===== config.mk =====
export PLATFORM = sky130hd
export DESIGN_NAME = alu_exec_unit
export DESIGN_NICKNAME = d
export VERILOG_FILES = /design/src/rtl/alu_exec_unit.sv
export SDC_FILE = /design/constraint.sdc
export NUM_CORES = 1
export LEC_CHECK = 0
export CAP_MARGIN = 10
export CORE_UTILIZATION = 28
export CTS_CLUSTER_DIAMETER = 150
export DETAILED_ROUTE_END_ITERATION = 7
export GPL_TIMING_DRIVEN = 0
export SKIP_CTS_REPAIR_TIMING = 1
export SLEW_MARGIN = 10
export SYNTH_ARGS = -nofsm -noshare
export SYNTH_HDL_FRONTEND = slang
export SYNTH_SLANG_ARGS = --single-unit

===== constraint.sdc =====
create_clock -name clk -period 4.95 [get_ports clk]
set_input_delay 1.2375 -clock clk [delete_from_list [all_inputs] [get_ports clk]]
set_output_delay 1.2375 -clock clk [all_outputs]
set_load 0.05 [all_outputs]

===== src/rtl/alu_exec_unit.sv =====
// Execute-stage ALU: single-cycle logic/arith/compare, iterative shifter for
// SLL/SRL/SRA (SHIFT_STEP bits per cycle), valid/ready on both sides.
module alu_exec_unit #(
  parameter int WIDTH      = 32,
  parameter int SHIFT_STEP = 1
) (
  input  logic             clk,
  input  logic             rst,
  input  logic             in_valid,
  output logic             in_ready,
  input  logic [3:0]       alu_control,
  input  logic [WIDTH-1:0] a,
  input  logic [WIDTH-1:0] b,
  output logic             out_valid,
  input  logic             out_ready,
  output logic [WIDTH-1:0] result,
  output logic             zero
);

  localparam logic [3:0] OP_ADD  = 4'b0000;
  localparam logic [3:0] OP_SUB  = 4'b0001;
  localparam logic [3:0] OP_AND  = 4'b0010;
  localparam logic [3:0] OP_OR   = 4'b0011;
  localparam logic [3:0] OP_XOR  = 4'b0100;
  localparam logic [3:0] OP_SLL  = 4'b0101;
  localparam logic [3:0] OP_SRL  = 4'b0110;
  localparam logic [3:0] OP_SRA  = 4'b0111;
  localparam logic [3:0] OP_SLT  = 4'b1000;
  localparam logic [3:0] OP_SLTU = 4'b1001;

  localparam logic [4:0] STEP = 5'(SHIFT_STEP);

  typedef enum logic [1:0] {IDLE, SHIFT, DONE} state_t;

  // Shift kind kept after accept: 01 SLL, 10 SRL, 11 SRA (low opcode bits).
  typedef struct packed {
    logic [1:0] kind;
    logic [4:0] rem;
  } shift_req_t;

  state_t           state, state_nxt;
  shift_req_t       sreq_q, sreq_nxt;
  logic [WIDTH-1:0] work_q, work_nxt;
  logic [WIDTH-1:0] result_q, result_nxt;
  logic             zero_q, zero_nxt;

  logic [WIDTH-1:0] alu_val;
  logic [WIDTH-1:0] shifted;
  logic [4:0]       k;
  logic             is_shift;

  assign in_ready  = (state == IDLE);
  assign out_valid = (state == DONE);
  assign result    = result_q;
  assign zero      = zero_q;

  // Single-cycle datapath on the live inputs, used only at the accept edge.
  always_comb begin
    alu_val  = '0;
    is_shift = 1'b0;
    case (alu_control)
      OP_ADD:  alu_val = a + b;
      OP_SUB:  alu_val = a - b;
      OP_AND:  alu_val = a & b;
      OP_OR:   alu_val = a | b;
      OP_XOR:  alu_val = a ^ b;
      OP_SLL, OP_SRL, OP_SRA: is_shift = 1'b1;
      OP_SLT:  alu_val = {{(WIDTH-1){1'b0}}, ($signed(a) < $signed(b))};
      OP_SLTU: alu_val = {{(WIDTH-1){1'b0}}, (a < b)};
      default: alu_val = '0;
    endcase
  end

  // One shifter step: k = min(SHIFT_STEP, remaining). SRA replicates the MSB,
  // which is still the original a[WIDTH-1] at every step.
  always_comb begin
    k = (sreq_q.rem < STEP) ? sreq_q.rem : STEP;
    case (sreq_q.kind)
      2'b01:   shifted = work_q << k;
      2'b10:   shifted = work_q >> k;
      default: shifted = WIDTH'($signed(work_q) >>> k);
    endcase
  end

  // Next-state and datapath register updates.
  always_comb begin
    state_nxt  = state;
    sreq_nxt   = sreq_q;
    work_nxt   = work_q;
    result_nxt = result_q;
    zero_nxt   = zero_q;
    case (state)
      IDLE: begin
        if (in_valid) begin
          if (is_shift && (b[4:0] != 5'd0)) begin
            work_nxt      = a;
            sreq_nxt.kind = alu_control[1:0];
            sreq_nxt.rem  = b[4:0];
            state_nxt     = SHIFT;
          end else begin
            result_nxt = is_shift ? a : alu_val;
            zero_nxt   = is_shift ? (a == '0) : (alu_val == '0);
            state_nxt  = DONE;
          end
        end
      end
      SHIFT: begin
        work_nxt     = shifted;
        sreq_nxt.rem = sreq_q.rem - k;
        if (sreq_q.rem == k) begin
          result_nxt = shifted;
          zero_nxt   = (shifted == '0);
          state_nxt  = DONE;
        end
      end
      DONE: begin
        if (out_ready) state_nxt = IDLE;
      end
      default: state_nxt = IDLE;
    endcase
  end

  // State register; reset discards any in-flight operation.
  always_ff @(posedge clk) begin
    if (rst) begin
      state    <= IDLE;
      sreq_q   <= '0;
      work_q   <= '0;
      result_q <= '0;
      zero_q   <= 1'b0;
    end else begin
      state    <= state_nxt;
      sreq_q   <= sreq_nxt;
      work_q   <= work_nxt;
      result_q <= result_nxt;
      zero_q   <= zero_nxt;
    end
  end

endmodule


Fig. 1: metal 3
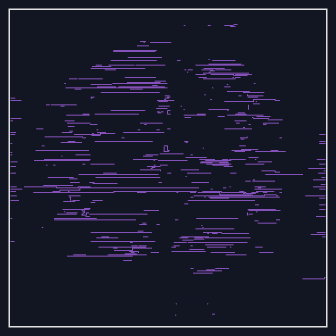
The longest straight run is 71.1 µm. 261 nets have wire on it. The layer carries 3410 µm of wire. The wires run mostly horizontal. The layer holds 7.4% of the routed length.

Fig. 2: signal metal coverage by tile
38 x 38 tiles, from black (low) to pale yellow (high), scaled to the fullest tile. Values are wire area over tile area, all layers added.
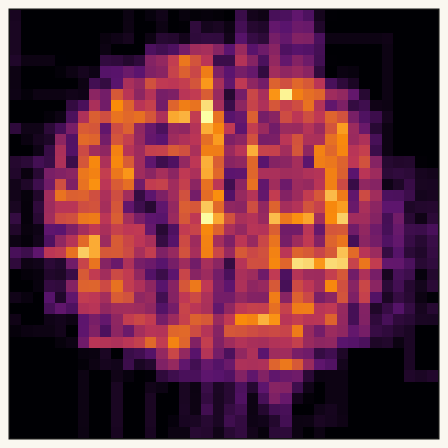
The densest ninth of the die: middle. 21% of the tiles are over half the peak. The mean over all tiles is 0.21. The emptiest ninth of the die: bottom left.

Fig. 3: port wiring
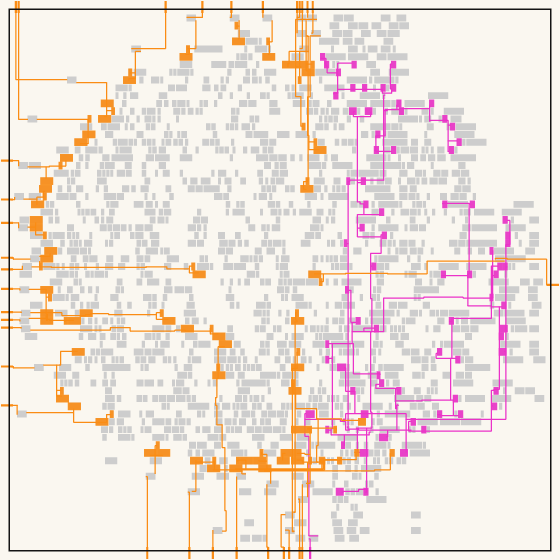
b: marked orange, direction input, end cells 90, buffers 32, wire 1670 µm. rst: marked magenta, direction input, end cells 75, buffers 9, wire 1190 µm.

Fig. 4: register map, names as in the netlist
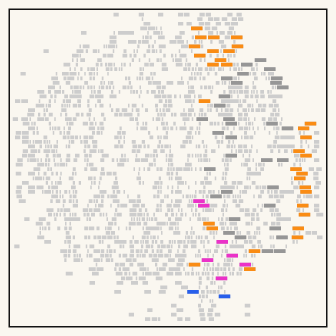
result: marked orange, flops 32. state: marked blue, flops 2. sreq_q: marked magenta, flops 7.

Fig. 5: placed standard cells
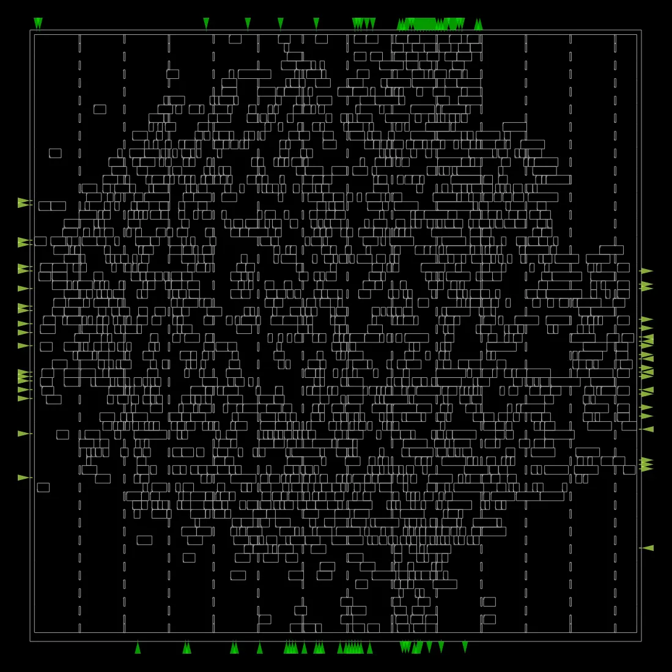
post-layout util: 35.02%
row cnt: 68

==> results.txt <==
fresh numbers from the pnr run: io pins 107, most frequent cell after synthesis a21oi_1, Post-synth regs 74, Area Overhead vs Synth 23.09%, Initial DRC Count 1396, skew final 0.01335 ns, GRT Total Usage 25.04%, synth cell count leaders a21oi_1, nand2_1, nor2_1, yosys cell count 1436, HPWL after DPL 36850 µm, outcome completed, share of post-route cells with drive strength above 1 6.367%, clock power share 27.3%, CTS sink cnt 74, reg-to-reg slack, setup 1.23 ns, H-tree depth 3, # diodes 0, pin count of the biggest net entering global routing 15, EDFF count, synth 0, core region area 34460 µm², stage-log warning count 108, post-synthesis cell area 9803 µm², power share of the sequential group 24.7%, post-route insts no fill 2010, Pint 0.001527 W, first-pass GRT wire length 68380 µm, worst slack, placed -1.381 ns, synth top area cells dfxtp_1, ha_1, a21oi_1, PwrDens 226.1 nW/µm², Synth Seq Share 15.11%, post-synthesis cell count 1436, Post-Place Cells 1996, R2R cell count 10, largest vdd supply drop 0.1685 mV, Achievable Freq 204.4 MHz, DR vias 11.99k, Reg-to-Reg Start sreq_q[1]$_SDFFE_PP0P_, Critical Path End result[30]$_SDFFE_PP0P_, P_leak 4.790 nW, Final Setup Violations 0, CTS tree yes, Fin. Hold Viols 0, clock slew at reported path FFs 0.06 ns, Warnings, synthesis 0, CP max FO 10, Async S/R FF share, synth 0%, Mapped Avg Cell Area 6.827 µm², crit path DRT 5.21 ns, CTS buffer count 9, FP Core Util 28.45%, Setup crit start kind input port, Die Ht 189.1 µm, WP data arrival 5.16 ns, worst path cell trace clkdlybuf4s50_1 > buf_2 > nor4_2 > clkbuf_1 > clkbuf_2 > clkbuf_1 > nand2_1 > o32ai_1 > nor2_1 > a221o_1 > a21oi_1, Setup WS post-layout 0.05867 ns, capturing point of the worst reg2reg path zero$_SDFFE_PP0P_, total chip power 0.002729 W, Commonest flop dfxtp_1, worst-margin pin slew 0.9683 ns, Crit path top cell by count clkbuf_1
power groups by stage:
stage	logic (W)	registers [W]	clock network, W
finish	0.00131	0.000675	0.000745
global placement	0.00123	0.000687	0
CTS	0.00123	0.000674	0.000750
floorplan	0.000686	0.000767	0
global route	0.00140	0.000679	0.000776
detailed placement	0.00123	0.000688	0
sequential cells by signal (all words and copies together) (netlist names):
name,flops
result,32
sreq_q,7
state,2
work_q,32
zero,1
layer usage:
layer | track usage, % | vias to the layer above | share of wire, %
met5 | 0 | - | 0
met4 | 12.16 | 0 | 5.0
met3 | 2.465 | 125 | 7.4
met2 | 39.99 | 621 | 45
met1 | 33.60 | 5731 | 43
li1 | - | 5510 | -
cells by family (layout without fill, tap and decap cells):
| logic type | Yosys count | in the layout | share of synthesized area [%] |
|---|---|---|---|
| compound gates | 550 | 550 | 37.64 |
| simple gates | 469 | 469 | 22.34 |
| buf+inv | 210 | 329 | 8.258 |
| fa+ha+maj | 118 | 118 | 15.21 |
| flops | 74 | 74 | 15.11 |
| xor+xnor | 8 | 8 | 0.7148 |
| mux | 7 | 7 | 0.7275 |
worst max-delay path, delay by kind of cell:
kind	cells	cell delay [ns]
buf+inv	5	2.32
compound gates	3	0.78
simple gates	3	0.82
stage by stage:
| stage | instance area [µm²] | hold WS [ns] |
|---|---|---|
| 2_1_floorplan | 9803 | 0.4448 |
| 3_3_place_gp | 11420 | 0.4455 |
| 5_1_grt | 12070 | 0.4787 |
| 6_report | 12070 | 0.4534 |
| 3_5_place_dp | 11430 | 0.4482 |
| 4_1_cts | 11770 | 0.4566 |
layout by cell type (no fill, tap or decap), types with 11 or more instances in the layout:
| cell type | n |
|---|---|
| clkbuf_1 | 73 |
| ha_1 | 115 |
| dlymetal6s2s_1 | 19 |
| nand4_1 | 18 |
| dfxtp_1 | 74 |
| o211ai_1 | 62 |
| nand3_1 | 35 |
| a21oi_1 | 168 |
| nor2b_1 | 15 |
| o21bai_1 | 11 |
| nor4_1 | 18 |
| nand2_1 | 160 |
| o31ai_1 | 11 |
| a211oi_1 | 22 |
| o21ai_0 | 63 |
| clkdlybuf4s50_1 | 86 |
| a22o_1 | 32 |
| nor2_1 | 130 |
| a31oi_1 | 12 |
| a22oi_1 | 32 |
| nor3_1 | 27 |
| inv_1 | 100 |
how the worst min path moves through the flow:
stage | start | end | depth (start not counted)
after floorplan | work_q[0]$_SDFFE_PP0P_ | work_q[0]$_SDFFE_PP0P_ | 2
after global placement | result[10]$_SDFFE_PP0P_ | result[10]$_SDFFE_PP0P_ | 2
after detailed placement | result[10]$_SDFFE_PP0P_ | result[10]$_SDFFE_PP0P_ | 2
after CTS | result[10]$_SDFFE_PP0P_ | result[10]$_SDFFE_PP0P_ | 2
after global routing | result[4]$_SDFFE_PP0P_ | result[4]$_SDFFE_PP0P_ | 2
final | result[10]$_SDFFE_PP0P_ | result[10]$_SDFFE_PP0P_ | 2
final cells by class:
class	instances	area [µm²]
well taps	455	569.3
inverters	103	386.6
fillers	3797	22390
clock buffers	10	239.0
multi-input cells	1152	7744
flip-flops and latches	74	1481
clock inverters	6	97.59
repair buffers	110	1136
plain buffers	100	412.9
Power is estimated from default activity; no workload was simulated.
